Run 1, routing congestion:
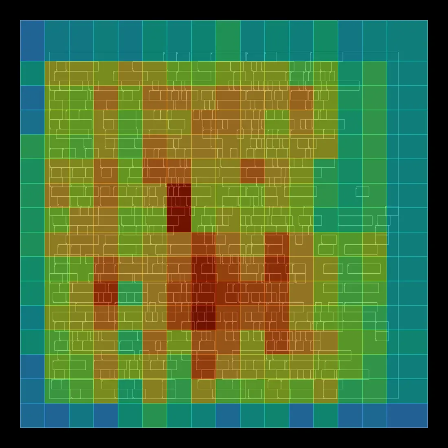
Run 1, met1 routing:
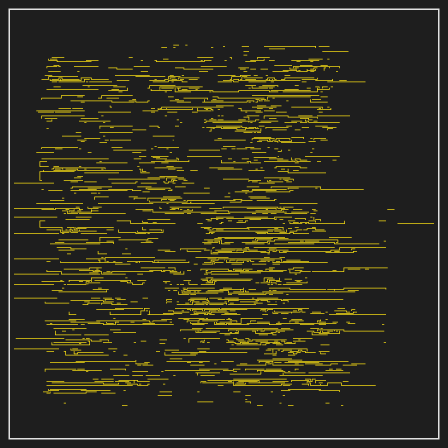
Run 1, where the registers sit:
Other sequential cells in the stronger grey, the rest of the logic in the fainter grey.
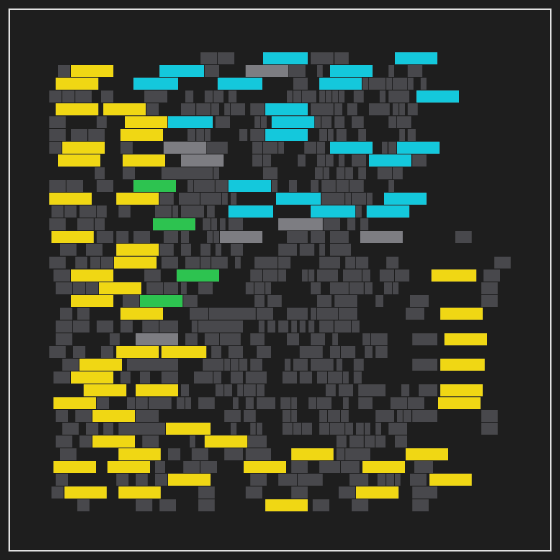
Run 1, clock distribution:
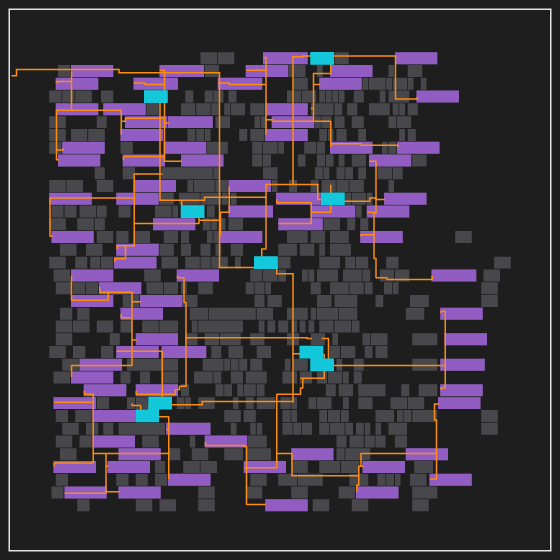
$ cat src/rtl/dds_ctrl_mc_if.sv
// Encoder-to-DDS control bus: pulse inputs from the encoder decoder, per-channel
// wave/frequency outputs and the update strobe towards the phase accumulators.
interface dds_ctrl_mc_if #(
    parameter int CH_NUM = 2,
    parameter int FW     = 24
);
    localparam int CW = (CH_NUM > 1) ? $clog2(CH_NUM) : 1;

    // Handshake: L/R/O are one-cycle strobes with no back-pressure, so every
    // asserted cycle is consumed. upd is a one-cycle strobe qualified by upd_ch;
    // upd_ch and accel hold between strobes.
    logic                   L_pulse;
    logic                   R_pulse;
    logic                   O_pulse;
    logic [1:0]             mode;
    logic [CW-1:0]          ch_sel;
    logic [2*CH_NUM-1:0]    wave_bus;
    logic [FW*CH_NUM-1:0]   f_inc_bus;
    logic                   upd;
    logic [CW-1:0]          upd_ch;
    logic                   accel;

    modport master (
        output L_pulse, R_pulse, O_pulse,
        input  mode, ch_sel, wave_bus, f_inc_bus, upd, upd_ch, accel
    );

    modport slave (
        input  L_pulse, R_pulse, O_pulse,
        output mode, ch_sel, wave_bus, f_inc_bus, upd, upd_ch, accel
    );
endinterface

$ cat src/rtl/dds_ctrl_mc.sv
// Multi-channel DDS control: one rotary encoder walks channel / waveform /
// frequency via a three-state mode machine, with accelerated frequency steps.
module dds_ctrl_mc #(
    parameter int            CH_NUM    = 2,
    parameter int            FW        = 24,
    parameter logic [FW-1:0] F_MIN     = 24'h10000,
    parameter logic [FW-1:0] F_MAX     = 24'h140000,
    parameter logic [FW-1:0] F_RESET   = 24'hA0000,
    parameter logic [FW-1:0] STEP      = 24'h10000,
    parameter int            ACCEL_MUL = 8,
    parameter int            ACCEL_WIN = 1_200_000
) (
    input logic          clk,
    input logic          rst_n,
    dds_ctrl_mc_if.slave bus
);
    localparam int            CW        = (CH_NUM > 1) ? $clog2(CH_NUM) : 1;
    localparam int            GW        = $clog2(ACCEL_WIN + 1);
    localparam logic [GW-1:0] WIN       = GW'(ACCEL_WIN);
    localparam logic [FW-1:0] STEP_FAST = FW'(STEP * ACCEL_MUL);
    localparam logic [CW-1:0] CH_LAST   = CW'(CH_NUM - 1);

    typedef enum logic [1:0] {
        FREQ_ADJ = 2'b00,
        WAVE_SEL = 2'b01,
        CH_SEL   = 2'b10
    } mode_t;

    mode_t         mode_q;
    logic [CW-1:0] ch_q;
    logic [CW-1:0] upd_ch_q;
    logic [1:0]    wave_q [CH_NUM];
    logic [FW-1:0] f_q    [CH_NUM];
    logic          upd_q;
    logic          accel_q;
    logic          last_r_q;
    logic [GW-1:0] gap_q;

    logic          turn;
    logic          fast;
    logic [FW-1:0] step;
    logic [FW-1:0] f_cur;
    logic [FW:0]   f_sum;
    logic [FW:0]   f_diff;
    logic [FW-1:0] f_up;
    logic [FW-1:0] f_dn;
    logic [FW-1:0] f_nxt;

    // Sum and difference carry one extra bit so the clamp sees the true value.
    always_comb begin
        turn   = bus.L_pulse ^ bus.R_pulse;
        fast   = (gap_q < WIN) && (bus.R_pulse == last_r_q);
        step   = fast ? STEP_FAST : STEP;
        f_cur  = f_q[ch_q];
        f_sum  = {1'b0, f_cur} + {1'b0, step};
        f_diff = {1'b0, f_cur} - {1'b0, step};
        f_up   = (f_sum > {1'b0, F_MAX}) ? F_MAX : f_sum[FW-1:0];
        f_dn   = (f_diff[FW] || (f_diff < {1'b0, F_MIN})) ? F_MIN : f_diff[FW-1:0];
        f_nxt  = bus.R_pulse ? f_up : f_dn;
    end

    always_ff @(posedge clk or negedge rst_n) begin
        if (!rst_n) begin
            mode_q   <= FREQ_ADJ;
            ch_q     <= '0;
            upd_ch_q <= '0;
            upd_q    <= 1'b0;
            accel_q  <= 1'b0;
            last_r_q <= 1'b1;
            gap_q    <= WIN;
            for (int k = 0; k < CH_NUM; k++) begin
                wave_q[k] <= 2'b00;
                f_q[k]    <= F_RESET;
            end
        end else begin
            upd_q <= 1'b0;
            if (gap_q != WIN) begin
                gap_q <= gap_q + 1'b1;
            end
            if (bus.O_pulse) begin
                case (mode_q)
                    FREQ_ADJ: begin
                        mode_q <= WAVE_SEL;
                        gap_q  <= WIN;
                    end
                    WAVE_SEL: mode_q <= CH_SEL;
                    default:  mode_q <= FREQ_ADJ;
                endcase
            end else if (turn) begin
                case (mode_q)
                    CH_SEL: begin
                        if (bus.R_pulse) begin
                            ch_q <= (ch_q == CH_LAST) ? '0 : ch_q + 1'b1;
                        end else begin
                            ch_q <= (ch_q == '0) ? CH_LAST : ch_q - 1'b1;
                        end
                    end
                    WAVE_SEL: begin
                        wave_q[ch_q] <= bus.R_pulse ? wave_q[ch_q] + 2'd1 : wave_q[ch_q] - 2'd1;
                        upd_q        <= 1'b1;
                        upd_ch_q     <= ch_q;
                    end
                    default: begin
                        // A clamped step still restarts the gap window and latches direction.
                        if (f_nxt != f_cur) begin
                            f_q[ch_q] <= f_nxt;
                            upd_q     <= 1'b1;
                            upd_ch_q  <= ch_q;
                        end
                        gap_q    <= '0;
                        last_r_q <= bus.R_pulse;
                        accel_q  <= fast;
                    end
                endcase
            end
        end
    end

    assign bus.mode   = mode_q;
    assign bus.ch_sel = ch_q;
    assign bus.upd    = upd_q;
    assign bus.upd_ch = upd_ch_q;
    assign bus.accel  = accel_q;

    for (genvar k = 0; k < CH_NUM; k++) begin : g_bus
        assign bus.wave_bus[2*k +: 2]   = wave_q[k];
        assign bus.f_inc_bus[FW*k +: FW] = f_q[k];
    end
endmodule

$ cat src/flat_wrapper.sv
// flat-port wrapper written by rule: the top's interface ports become plain ports
module dds_ctrl_mc_flat 
#(
    parameter int            CH_NUM    = 2,
    parameter int            FW        = 24,
    parameter logic [FW-1:0] F_MIN     = 24'h10000,
    parameter logic [FW-1:0] F_MAX     = 24'h140000,
    parameter logic [FW-1:0] F_RESET   = 24'hA0000,
    parameter logic [FW-1:0] STEP      = 24'h10000,
    parameter int            ACCEL_MUL = 8,
    parameter int            ACCEL_WIN = 1_200_000
)
  (clk, rst_n, bus_L_pulse, bus_R_pulse, bus_O_pulse, bus_mode, bus_ch_sel, bus_wave_bus, bus_f_inc_bus, bus_upd, bus_upd_ch, bus_accel);
  dds_ctrl_mc_if #(.CH_NUM(CH_NUM), .FW(FW)) bus_i ();
  input logic clk;
  input logic rst_n;
  input wire logic [$bits(bus_i.L_pulse)-1:0] bus_L_pulse;
  input wire logic [$bits(bus_i.R_pulse)-1:0] bus_R_pulse;
  input wire logic [$bits(bus_i.O_pulse)-1:0] bus_O_pulse;
  output wire logic [$bits(bus_i.mode)-1:0] bus_mode;
  output wire logic [$bits(bus_i.ch_sel)-1:0] bus_ch_sel;
  output wire logic [$bits(bus_i.wave_bus)-1:0] bus_wave_bus;
  output wire logic [$bits(bus_i.f_inc_bus)-1:0] bus_f_inc_bus;
  output wire logic [$bits(bus_i.upd)-1:0] bus_upd;
  output wire logic [$bits(bus_i.upd_ch)-1:0] bus_upd_ch;
  output wire logic [$bits(bus_i.accel)-1:0] bus_accel;
  assign bus_i.L_pulse = bus_L_pulse;
  assign bus_i.R_pulse = bus_R_pulse;
  assign bus_i.O_pulse = bus_O_pulse;
  assign bus_mode = bus_i.mode;
  assign bus_ch_sel = bus_i.ch_sel;
  assign bus_wave_bus = bus_i.wave_bus;
  assign bus_f_inc_bus = bus_i.f_inc_bus;
  assign bus_upd = bus_i.upd;
  assign bus_upd_ch = bus_i.upd_ch;
  assign bus_accel = bus_i.accel;
  dds_ctrl_mc #(.CH_NUM(CH_NUM), .FW(FW), .F_MIN(F_MIN), .F_MAX(F_MAX), .F_RESET(F_RESET), .STEP(STEP), .ACCEL_MUL(ACCEL_MUL), .ACCEL_WIN(ACCEL_WIN)) u_core (.clk(clk), .rst_n(rst_n), .bus(bus_i));
endmodule
$ cat config.mk
export PLATFORM = sky130hd
export DESIGN_NAME = dds_ctrl_mc_flat
export DESIGN_NICKNAME = d
export VERILOG_FILES = /design/src/rtl/dds_ctrl_mc_if.sv /design/src/rtl/dds_ctrl_mc.sv /design/src/flat_wrapper.sv
export SDC_FILE = /design/constraint.sdc
export NUM_CORES = 1
export LEC_CHECK = 0
export CAP_MARGIN = 20
export CORE_MARGIN = 8
export CORE_UTILIZATION = 45
export DETAILED_ROUTE_END_ITERATION = 7
export PLACE_DENSITY = 0.68
export REMOVE_ABC_BUFFERS = 1
export SYNTH_ARGS = -nofsm -noshare
export SYNTH_HDL_FRONTEND = slang
export SYNTH_SLANG_ARGS = --single-unit
$ cat constraint.sdc
create_clock -name clk -period 11.65 [get_ports clk]
set_clock_uncertainty 0.2 [all_clocks]
set_input_delay 1.165 -clock clk [delete_from_list [all_inputs] [get_ports clk]]
set_output_delay 1.165 -clock clk [all_outputs]
set_load 0.03 [all_outputs]
==> out/qor.csv, run 1 <==
stage;metric;value;unit
critical_path;arrival;5.74;ns
clock_network;ctsResizeCount;0;
pwr;switching_share;47.2;%
route;drt_pass1_iterations;4;
critical_path;startpoint;bus_R_pulse;
job;warning_count;31;
place;io_buffers;62;
clock_network;ctsHoldBuffers;0;
place;dp_hpwl;7890;um
final_timing;fin_setup_tns;0;ns
global_route;grt_overflow;0;
final_timing;timing.final.crit_share;48.9;%
run_status;status;completed;
critical_path;crit_type;in -> reg;
route;wl_per_cell;17.8;um
floorplan;fp_util;45.8;%
route;finalWirelength;11100;um
global_route;grt_pass1_wl;18100;um
final_timing;max_slew_margin;47.4;%
critical_path;reg2reg_from;u_core.gap_q[8];
floorplan;coreArea;0.00964;mm2
min_path;hold_path_end;u_core.bus.wave_bus[1];
clock_network;cts.sinks;80;
final_timing;worst_slack;5.96;ns
pwr;seq-power;0.434;mW
critical_path;r2r_end;u_core.bus.f_inc_bus[18];
floorplan;io_pins;63;
critical_path;path_cells;clkdlybuf4s50_1 -> xnor2_1 -> o311a_1 -> inv_1 -> ha_1 -> nor2_1 -> a31oi_1 -> or3_1 -> a2111o_1 -> or4_1 -> o2111a_2 -> a311oi_4 -> mux2_4;
critical_path;crit_required;11.70;ns
pwr;p_per_area;295;mW/mm2
pwr;p_int;0.845;mW
floorplan;fp-row-count;36;
final_timing;rsz0062_at_grt;false;
final_timing;fmax;0.176;GHz
synth;synth_area_per_cell;10.4;um2
layout;area_delta_synth_final;23.3;%
pwr;seqPwrFrac;27.1;%
final_timing;tightestPinTransition;0.781;ns
layout;drive_gt1_share;14.4;%
layout;final_cells;625;
route;vias_per_cell;5.69;
critical_path;slowest_delay;0.88;ns
layout;antennaDiodeCount;0;
pwr;total_power;1.60;mW
critical_path;crit_family;AND-OR/OR-AND gates;
global_route;grt_start_max_net_pins;81;
final_timing;drv_slew;0;
Notes on 'routing congestion' above:
grt met3 use: 7.09%
busiest grt layer: met2
gr usage total: 17.4%
grt met1 use: 22.4%

Notes on 'met1 routing' above:
wire length on this layer: 4990 um
share of all routed wire: 45%

Notes on 'where the registers sit' above:
| colour | netlist name | sequential cells |
|---|---|---|
| cyan | `u_core.gap_q` | 21 |
| green | `u_core.bus.wave_bus` | 4 |
| yellow | `u_core.bus.f_inc_bus` | 48 |
not coloured: 7
Seq/total area: 37.1%
fin util: 56.4%

Notes on 'clock distribution' above:
[cyan] clock drivers | count: 9
[purple] flip-flops | count: 80
[orange] clock wires | length: 1100 um
routed clock nets: 10
flops lie: spread over the die
clk latency late pin: 0.36 ns
clock network power share: 14.7%
P_clk: 0.235 mW

==> run 1: layer usage <==
layer | track usage (%) | vias up | routed length, um
li1 | - | 1676 | -
met4 | 6.30 | 0 | 212
met3 | 7.09 | 19 | 854
met2 | 25.8 | 91 | 5080
met1 | 22.4 | 1773 | 4990
met5 | 0 | - | 0
==> run 1: kinds of logic (layout without fill, tap and decap cells) <==
kind of cell               after synthesis  after routing  share of synthesized area, %
xor gates and xnor gates                34             34                          6.75
AOI/OAI and AO/OA                      103            103                          17.4
and+or+nand+nor                        132            132                          15.6
DFF                                     80             80                          45.8
buffers and inverters                   31            100                          2.75
muxes                                   31             31                          8.40
adders and majority gates               12             12                          3.40
==> run 1: cell type report <==
type / count / area (um2)
clock buffer: 10 / 138
clock inverter: 6 / 90.1
fill: 878 / 4200
inverter: 16 / 60.1
multi-input combinational: 312 / 2280
sequential: 80 / 2020
tap: 133 / 166
timing repair buffer: 68 / 687
==> run 1: synthesized netlist by cell type, drive strengths merged (4+ instances only) <==
| library cell | instances | area, um2 |
|---|---|---|
| dfstp | 13 | 342 |
| a21boi | 32 | 240 |
| xor2 | 13 | 114 |
| a31oi | 4 | 31.3 |
| o21ai | 13 | 65.1 |
| mux2i | 7 | 73.8 |
| a211oi | 4 | 30.0 |
| clkbuf | 11 | 41.3 |
| nand3 | 16 | 80.1 |
| nor4 | 13 | 81.3 |
| nand4 | 9 | 56.3 |
| mux2 | 24 | 297 |
| buf | 4 | 20.0 |
| a21oi | 21 | 105 |
| ha | 12 | 150 |
| nor2 | 37 | 139 |
| xnor2 | 21 | 184 |
| nor3 | 13 | 70.1 |
| nand2 | 19 | 71.3 |
| dfrtp | 67 | 1680 |
| inv | 16 | 60.1 |
==> run 2: changes to the inputs <==
- clock period: 11.65 -> 5.4 ns (I/O delays scaled with it)
Run 2, met1 routing:
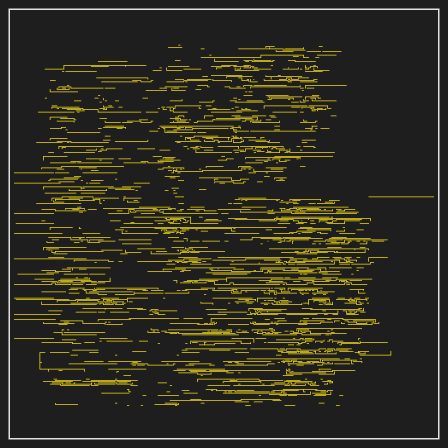
wire length on this layer: 5220 um
nets with wire on the layer: 458

Run 2, routing congestion:
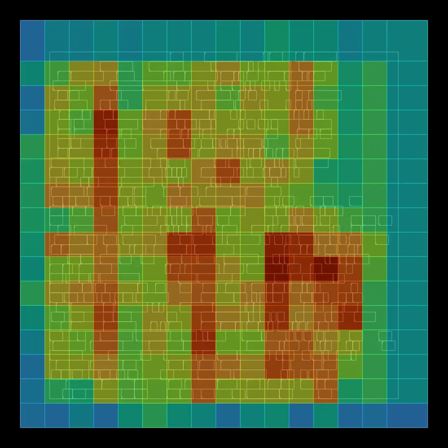
grt met3 use: 5.09%
gr usage total: 17.7%
Wirelength per Cell: 18.0 um

==> run 2 against run 1 <==
Net effect:
- synthesized cell count did not move
- sequential share of layout area fell by 0.20 points
- core utilization rose by 0.30 points
- critical path depth did not move
- critical path type is now reg -> reg
- critical endpoint is now u_core.bus.f_inc_bus[20]
- largest cell class unchanged
==> out/qor.csv, run 2 <==
stage;metric;value;unit
synth;ys_area;0.00441;mm2
synth;synth-seq-cells;80;
critical_path;arrival;4.99;ns
route;met1_length;5220;um
global_route;grt_pass1_wl;18500;um
layout;area_delta_synth_final;23.9;%
pwr;p_int;1.88;mW
pwr;seq-power;0.943;mW
floorplan;fp-row-count;36;
critical_path;reg2reg_from;u_core.gap_q[8];
pwr;seqPwrFrac;26.8;%
pwr;power_clock;0.520;mW
final_timing;fmax;0.202;GHz
synth;top_cells_by_count;67 x dfrtp_1, 37 x nor2_1, 30 x a21boi_1;
final_timing;tightestPinTransition;0.703;ns
place;dpl_cell_area;0.00518;mm2
synth;synth_top_cell_by_count;dfrtp_1;
clock_network;h-tree-depth;3;
synth;synth_area_per_cell;10.4;um2
critical_path;startpoint;u_core.gap_q[8];
layout;largest_register_ffs;48;
global_route;grt-busiest-layer;met2;
pwr;powerComb;2.06;mW
route;vias_per_cell;5.66;
layout;antennaDiodeCount;0;
min_path;hold_class;reg -> reg;
route;wl_met2;5100;um
floorplan;fp_util;45.8;%
critical_path;crit_type;reg -> reg;
clock_network;cts.sinks;80;
global_route;grtUsageMet1;23.4;%
place;dp_hpwl;8350;um
synth;synth_top_area_share;38.0;%
run_status;status;completed;
pwr;total_power;3.52;mW
pwr;p_per_area;644;mW/mm2
route;finalWirelength;11300;um
layout;drive_gt1_share;14.2;%
global_route;grt_start_max_net_pins;81;
min_path;hp-start;u_core.bus.wave_bus[1];
floorplan;coreArea;0.00964;mm2
route;route.met3.wl;805;um
route;vias;3550;
synth;largest_area_cell;dfrtp_1;
layout;final_util;56.7;%
layout;design_area;0.00547;mm2
route;drt_pass1_iterations;4;
job;drv_cap;0;
pwr;maxPowerGroup;combinational cells;
job;warning_count;31;
layout;layout_top_cell;dfrtp_1;
clock_network;ctsResizeCount;0;
clock_network;worstSkewPairLatency;0.35;ns
synth;ys_top_cells_by_area;dfrtp_1 38%, dfstp_2 7.7%, a21boi_1 5.1%, xnor2_1 4.2%, mux2_2 4.1%;
pwr;irDropWorstVdd;0.307;mV
place;routabilityCongestion;0.893;
pwr;p_clk_share;14.8;%
place;io_buffers;62;
global_route;grt_overflow;0;
floorplan;io_pins;63;
global_route;grt_use_met2;26.4;%
final_timing;max_slew_margin;52.7;%
layout;n_fill_cell;871;
pwr;switching_share;46.6;%
synth;yosysCellCount;423;
critical_path;crit_required;5.43;ns
clock_network;cts_tree;built;
final_timing;drv_slew;0;
synth;syn_area;0.00441;mm2
clock_network;ctsHoldBuffers;0;
route;top_layer;met4;
final_timing;timing.final.crit_share;91.8;%
final_timing;rsz0062_at_grt;false;
[run 2: metrics by stage]
step / TNS, ns / setup WS, ns / instances
after floorplan: -0.0476 / -0.0238 / 408
after global placement: 0 / 0.500 / 609
after detailed placement: 0 / 0.447 / 609
after CTS: 0 / 0.438 / 624
after global routing: 0 / 0.179 / 627
final: 0 / 0.445 / 627
[run 2: path summary, 6_finish.rpt]
check | end | slack, ns | cells after the start
worst min-delay path | u_core.bus.wave_bus[1] | 0.29 | 1
worst min register to register | u_core.bus.wave_bus[1] | 0.29 | 1
worst max register to register | u_core.bus.f_inc_bus[20] | 0.45 | 13
min in group asynchronous | u_core.bus.f_inc_bus[45] | 0.43 | 2
max in group asynchronous | u_core.gap_q[20] | 3.93 | 3
worst max-delay path | u_core.bus.f_inc_bus[20] | 0.45 | 13
[run 2: cell type report]
cell class | instances | area [um2] | share of cell area (%)
clock inverters | 3 | 90.1 | 1.65
multi-input cells | 312 | 2280 | 41.7
well taps | 133 | 166 | 3.04
inverters | 16 | 60.1 | 1.10
repair buffers | 71 | 708 | 13.0
clock buffers | 12 | 145 | 2.66
flip-flops and latches | 80 | 2020 | 36.9
[run 2: kinds of logic after synthesis]
kind of cell	Yosys count	synth area share, %
buffers and inverters	31	2.75
multiplexers	31	8.40
flip-flops	80	45.8
AND-OR/OR-AND	103	17.4
XOR/XNOR	34	6.75
AND/OR/NAND/NOR	132	15.6
adder cells (fa/ha/maj)	12	3.40
[run 2: critical path: stages (launching register included)]
cell	delay, ns
dfstp_2	0.57
and4_1	0.33
a21oi_1	0.12
o311a_1	0.39
inv_1	0.12
ha_1	0.21
or4b_1	0.49
a311oi_1	0.40
xnor2_1	0.20
o21ai_1	0.18
or4_1	0.53
o2111a_2	0.23
a311oi_4	0.53
mux2_4	0.35
==> run 3: changes to the inputs <==
- RECOVER_POWER: unset -> 25
Run 3, where the registers sit:
Other sequential cells in the stronger grey, the rest of the logic in the fainter grey.
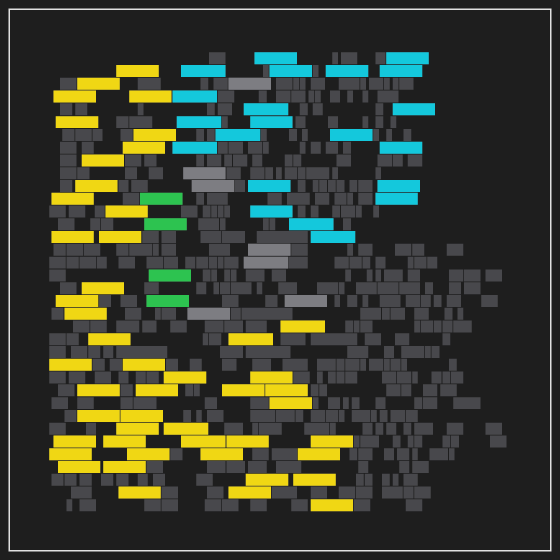
| colour | netlist name | sequential cells |
|---|---|---|
| cyan | `u_core.gap_q` | 21 |
| yellow | `u_core.bus.f_inc_bus` | 48 |
| green | `u_core.bus.wave_bus` | 4 |

Run 3, wires at chosen ports, followed through buffers:
The bar under the picture is 20 um long.
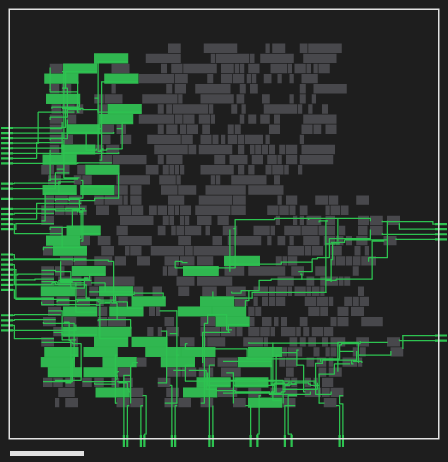
| colour | port | bits | direction | edge | end cells | buffers | wire |
|---|---|---|---|---|---|---|---|
| green | `bus_f_inc_bus` | 48 | output | 28 left, 14 bottom, 6 right | 48 | 48 | 2400 um |
Port Buffer Count: 62
IO Pins: 63

==> run 3 against run 2 <==
Net effect:
- the flow now finishes with violations (capacitance limit, slew limit)
- area after synthesis stayed put
- design area is 0.34% lower
- setup slack worse by 0.0060 ns
- core utilization is 0.19 points lower
- non-clock buffer count stayed put
- via count is 0.23% higher
- critical path type unchanged
- critical endpoint unchanged
- largest power group unchanged
==> out/qor.csv, run 3 <==
stage;metric;value;unit
layout;largest_register_ffs;48;
final_timing;rsz0062_at_grt;false;
final_timing;tightestPinTransition;2.54;ns
global_route;track_usage;17.7;%
final_timing;finalSetupViolations;0;
synth;yosysCellCount;423;
place;dp_hpwl;8350;um
final_timing;final-hold-violation-count;0;
synth;edf_count;0;
clock_network;ctsResizeCount;0;
route;vias;3558;
final_timing;max_slew_margin;-69.1;%
route;drc_errors;0;
critical_path;endpoint;u_core.bus.f_inc_bus[20];
route;finalWirelength;11300;um
synth;top_cells_by_count;67 x dfrtp_1, 37 x nor2_1, 30 x a21boi_1;
critical_path;path_buffers;1;
floorplan;fp_util;45.8;%
floorplan;coreArea;0.00964;mm2
synth;synthArstFlopShare;100;%
floorplan;fp-row-count;36;
synth;ys_types;68;
place;routabilityCongestion;0.893;
run_status;status;finished, violations left;
layout;layout_top_cell;dfrtp_1;
min_path;hp-start;u_core.bus.wave_bus[1];
critical_path;cp-start-kind;flop;
run_status;failed_checks;capacitance limit, slew limit;
critical_path;crit_type;reg -> reg;
clock_network;cts_tree;built;
synth;ys_area;0.00441;mm2
layout;drive_gt1_share;13.8;%
global_route;grt_overflow;0;
critical_path;cp_slowest_cell;dfstp_2;
critical_path;arrival;4.99;ns
clock_network;h-tree-depth;3;
final_timing;timing.final.crit_share;91.9;%
pwr;p_per_area;646;mW/mm2
final_timing;drv_slew;59;
layout;lay_top_cells;67 x dfrtp_1, 60 x clkdlybuf4s50_1, 37 x nor2_1;
critical_path;rr_worst_depth;13;
critical_path;reg2reg_setup_slack;0.44;ns
min_path;holdPathStages;1;
synth;synth_top_area_share;38.0;%
global_route;grt_pass1_vias;3633;
synth;largest_area_cell;dfrtp_1;
synth;synth_area_per_cell;10.4;um2
clock_network;clk_pin_slew;0.08;ns
synth;syn_area;0.00441;mm2
min_path;hold_class;reg -> reg;
critical_path;reg2reg_from;u_core.gap_q[8];
job;drv_cap;1;
critical_path;slowest_delay;0.57;ns
layout;area_delta_synth_final;23.5;%
global_route;grt_pass1_wl;18500;um
route;drtIter0Drc;205;
floorplan;die_y;115;um
layout;final_cells;627;
layout;antennaDiodeCount;0;
clock_network;worstSkewPairLatency;0.35;ns
synth;syn_inst;423;
min_path;hold_path_end;u_core.bus.wave_bus[1];
place;dp_cells;609;
critical_path;crit_family;AND-OR/OR-AND gates;
critical_path;r2r_end;u_core.bus.f_inc_bus[20];
layout;fin_nets;507;
synth;synthFlopType;dfrtp_1;
clock_network;cts.sinks;80;
clock_network;cts_made_buffers;9;
pwr;total_power;3.52;mW
final_timing;timing.final.crit_period;4.96;ns
pwr;irDropWorstVdd;0.307;mV
critical_path;startpoint;u_core.gap_q[8];
synth;synth_top_cell_by_count;dfrtp_1;
synth;ys_top_cells_by_area;dfrtp_1 38%, dfstp_2 7.7%, a21boi_1 5.1%, xnor2_1 4.2%, mux2_2 4.1%;
global_route;grt_start_max_net_pins;81;
critical_path;path_cells;and4_1 -> a21oi_1 -> o311a_1 -> inv_1 -> ha_1 -> or4b_1 -> a311oi_1 -> xnor2_1 -> o21ai_1 -> or4_1 -> o2111a_2 -> a311oi_4 -> mux2_4;
critical_path;crit_required;5.43;ns
route;vias_per_cell;5.67;
route;wl_per_cell;18.1;um
synth;synth-seq-cells;80;
route;drt_pass1_iterations;4;
job;warning_count;31;
critical_path;worst-path-stages;13;
final_timing;fmax;0.202;GHz
synth;yosys_warnings;0;
## run 3: netlist changes by cell type in the layout (fill, tap and decap cells not counted)
cell             previous run  this run
buf_16                      1         0
buf_4                       8         7
clkbuf_1                    2         3
clkdlybuf4s50_1            61        60
dlygate4sd3_1               1         2
dlymetal6s4s_1              0         1
## run 3: final cells by class
type                    count  area, um2
fillers                   875       4190
multi-input cells         312       2280
flip-flops and latches     80       2020
repair buffers             71        689
well taps                 133        166
clock buffers              12        145
clock inverters             3       90.1
inverters                  16       60.1
## run 3: through the flow
step           TNS (ns)  worst slack (ns)  hold WS, ns  util, %  cell area (um2)
6_report              0             0.439        0.286     56.5             5450
5_1_grt               0             0.179        0.308     56.5             5450
4_1_cts               0             0.438        0.186     56.2             5420
3_5_place_dp          0             0.447        0.271     53.8             5180
3_3_place_gp          0             0.500        0.262     53.8             5180
2_1_floorplan   -0.0476           -0.0238       0.0444        -             4350
## run 3: per-layer routing
metal	vias up	wire length, um	GRT usage [%]
li1	1678	-	-
met2	102	5100	26.4
met5	-	8	0
met4	2	195	7.53
met1	1758	5220	23.4
met3	18	800	5.09
## run 3: what timing repair did
item,4_1_cts,5_1_grt
buffers inserted,0,0
hold buffers,0,1
endpoints found under the hold margin,0,20
## run 3: report_power, final
group          total, mW  leakage (nW)  switching [mW]  internal [mW]
clock              0.520         0.117           0.202          0.318
sequential         0.943          1.04           0.175          0.768
combinational       2.06          1.12            1.26          0.791
total               3.52          2.27            1.64           1.88
## run 3: kinds of logic after synthesis
group	after synthesis	share of synthesized area [%]
flip-flops	80	45.8
multiplexers	31	8.40
AND/OR/NAND/NOR	132	15.6
buffers and inverters	31	2.75
XOR/XNOR	34	6.75
adder cells (fa/ha/maj)	12	3.40
AND-OR/OR-AND	103	17.4
No activity file was given, so power comes from the tool's default toggle rates.
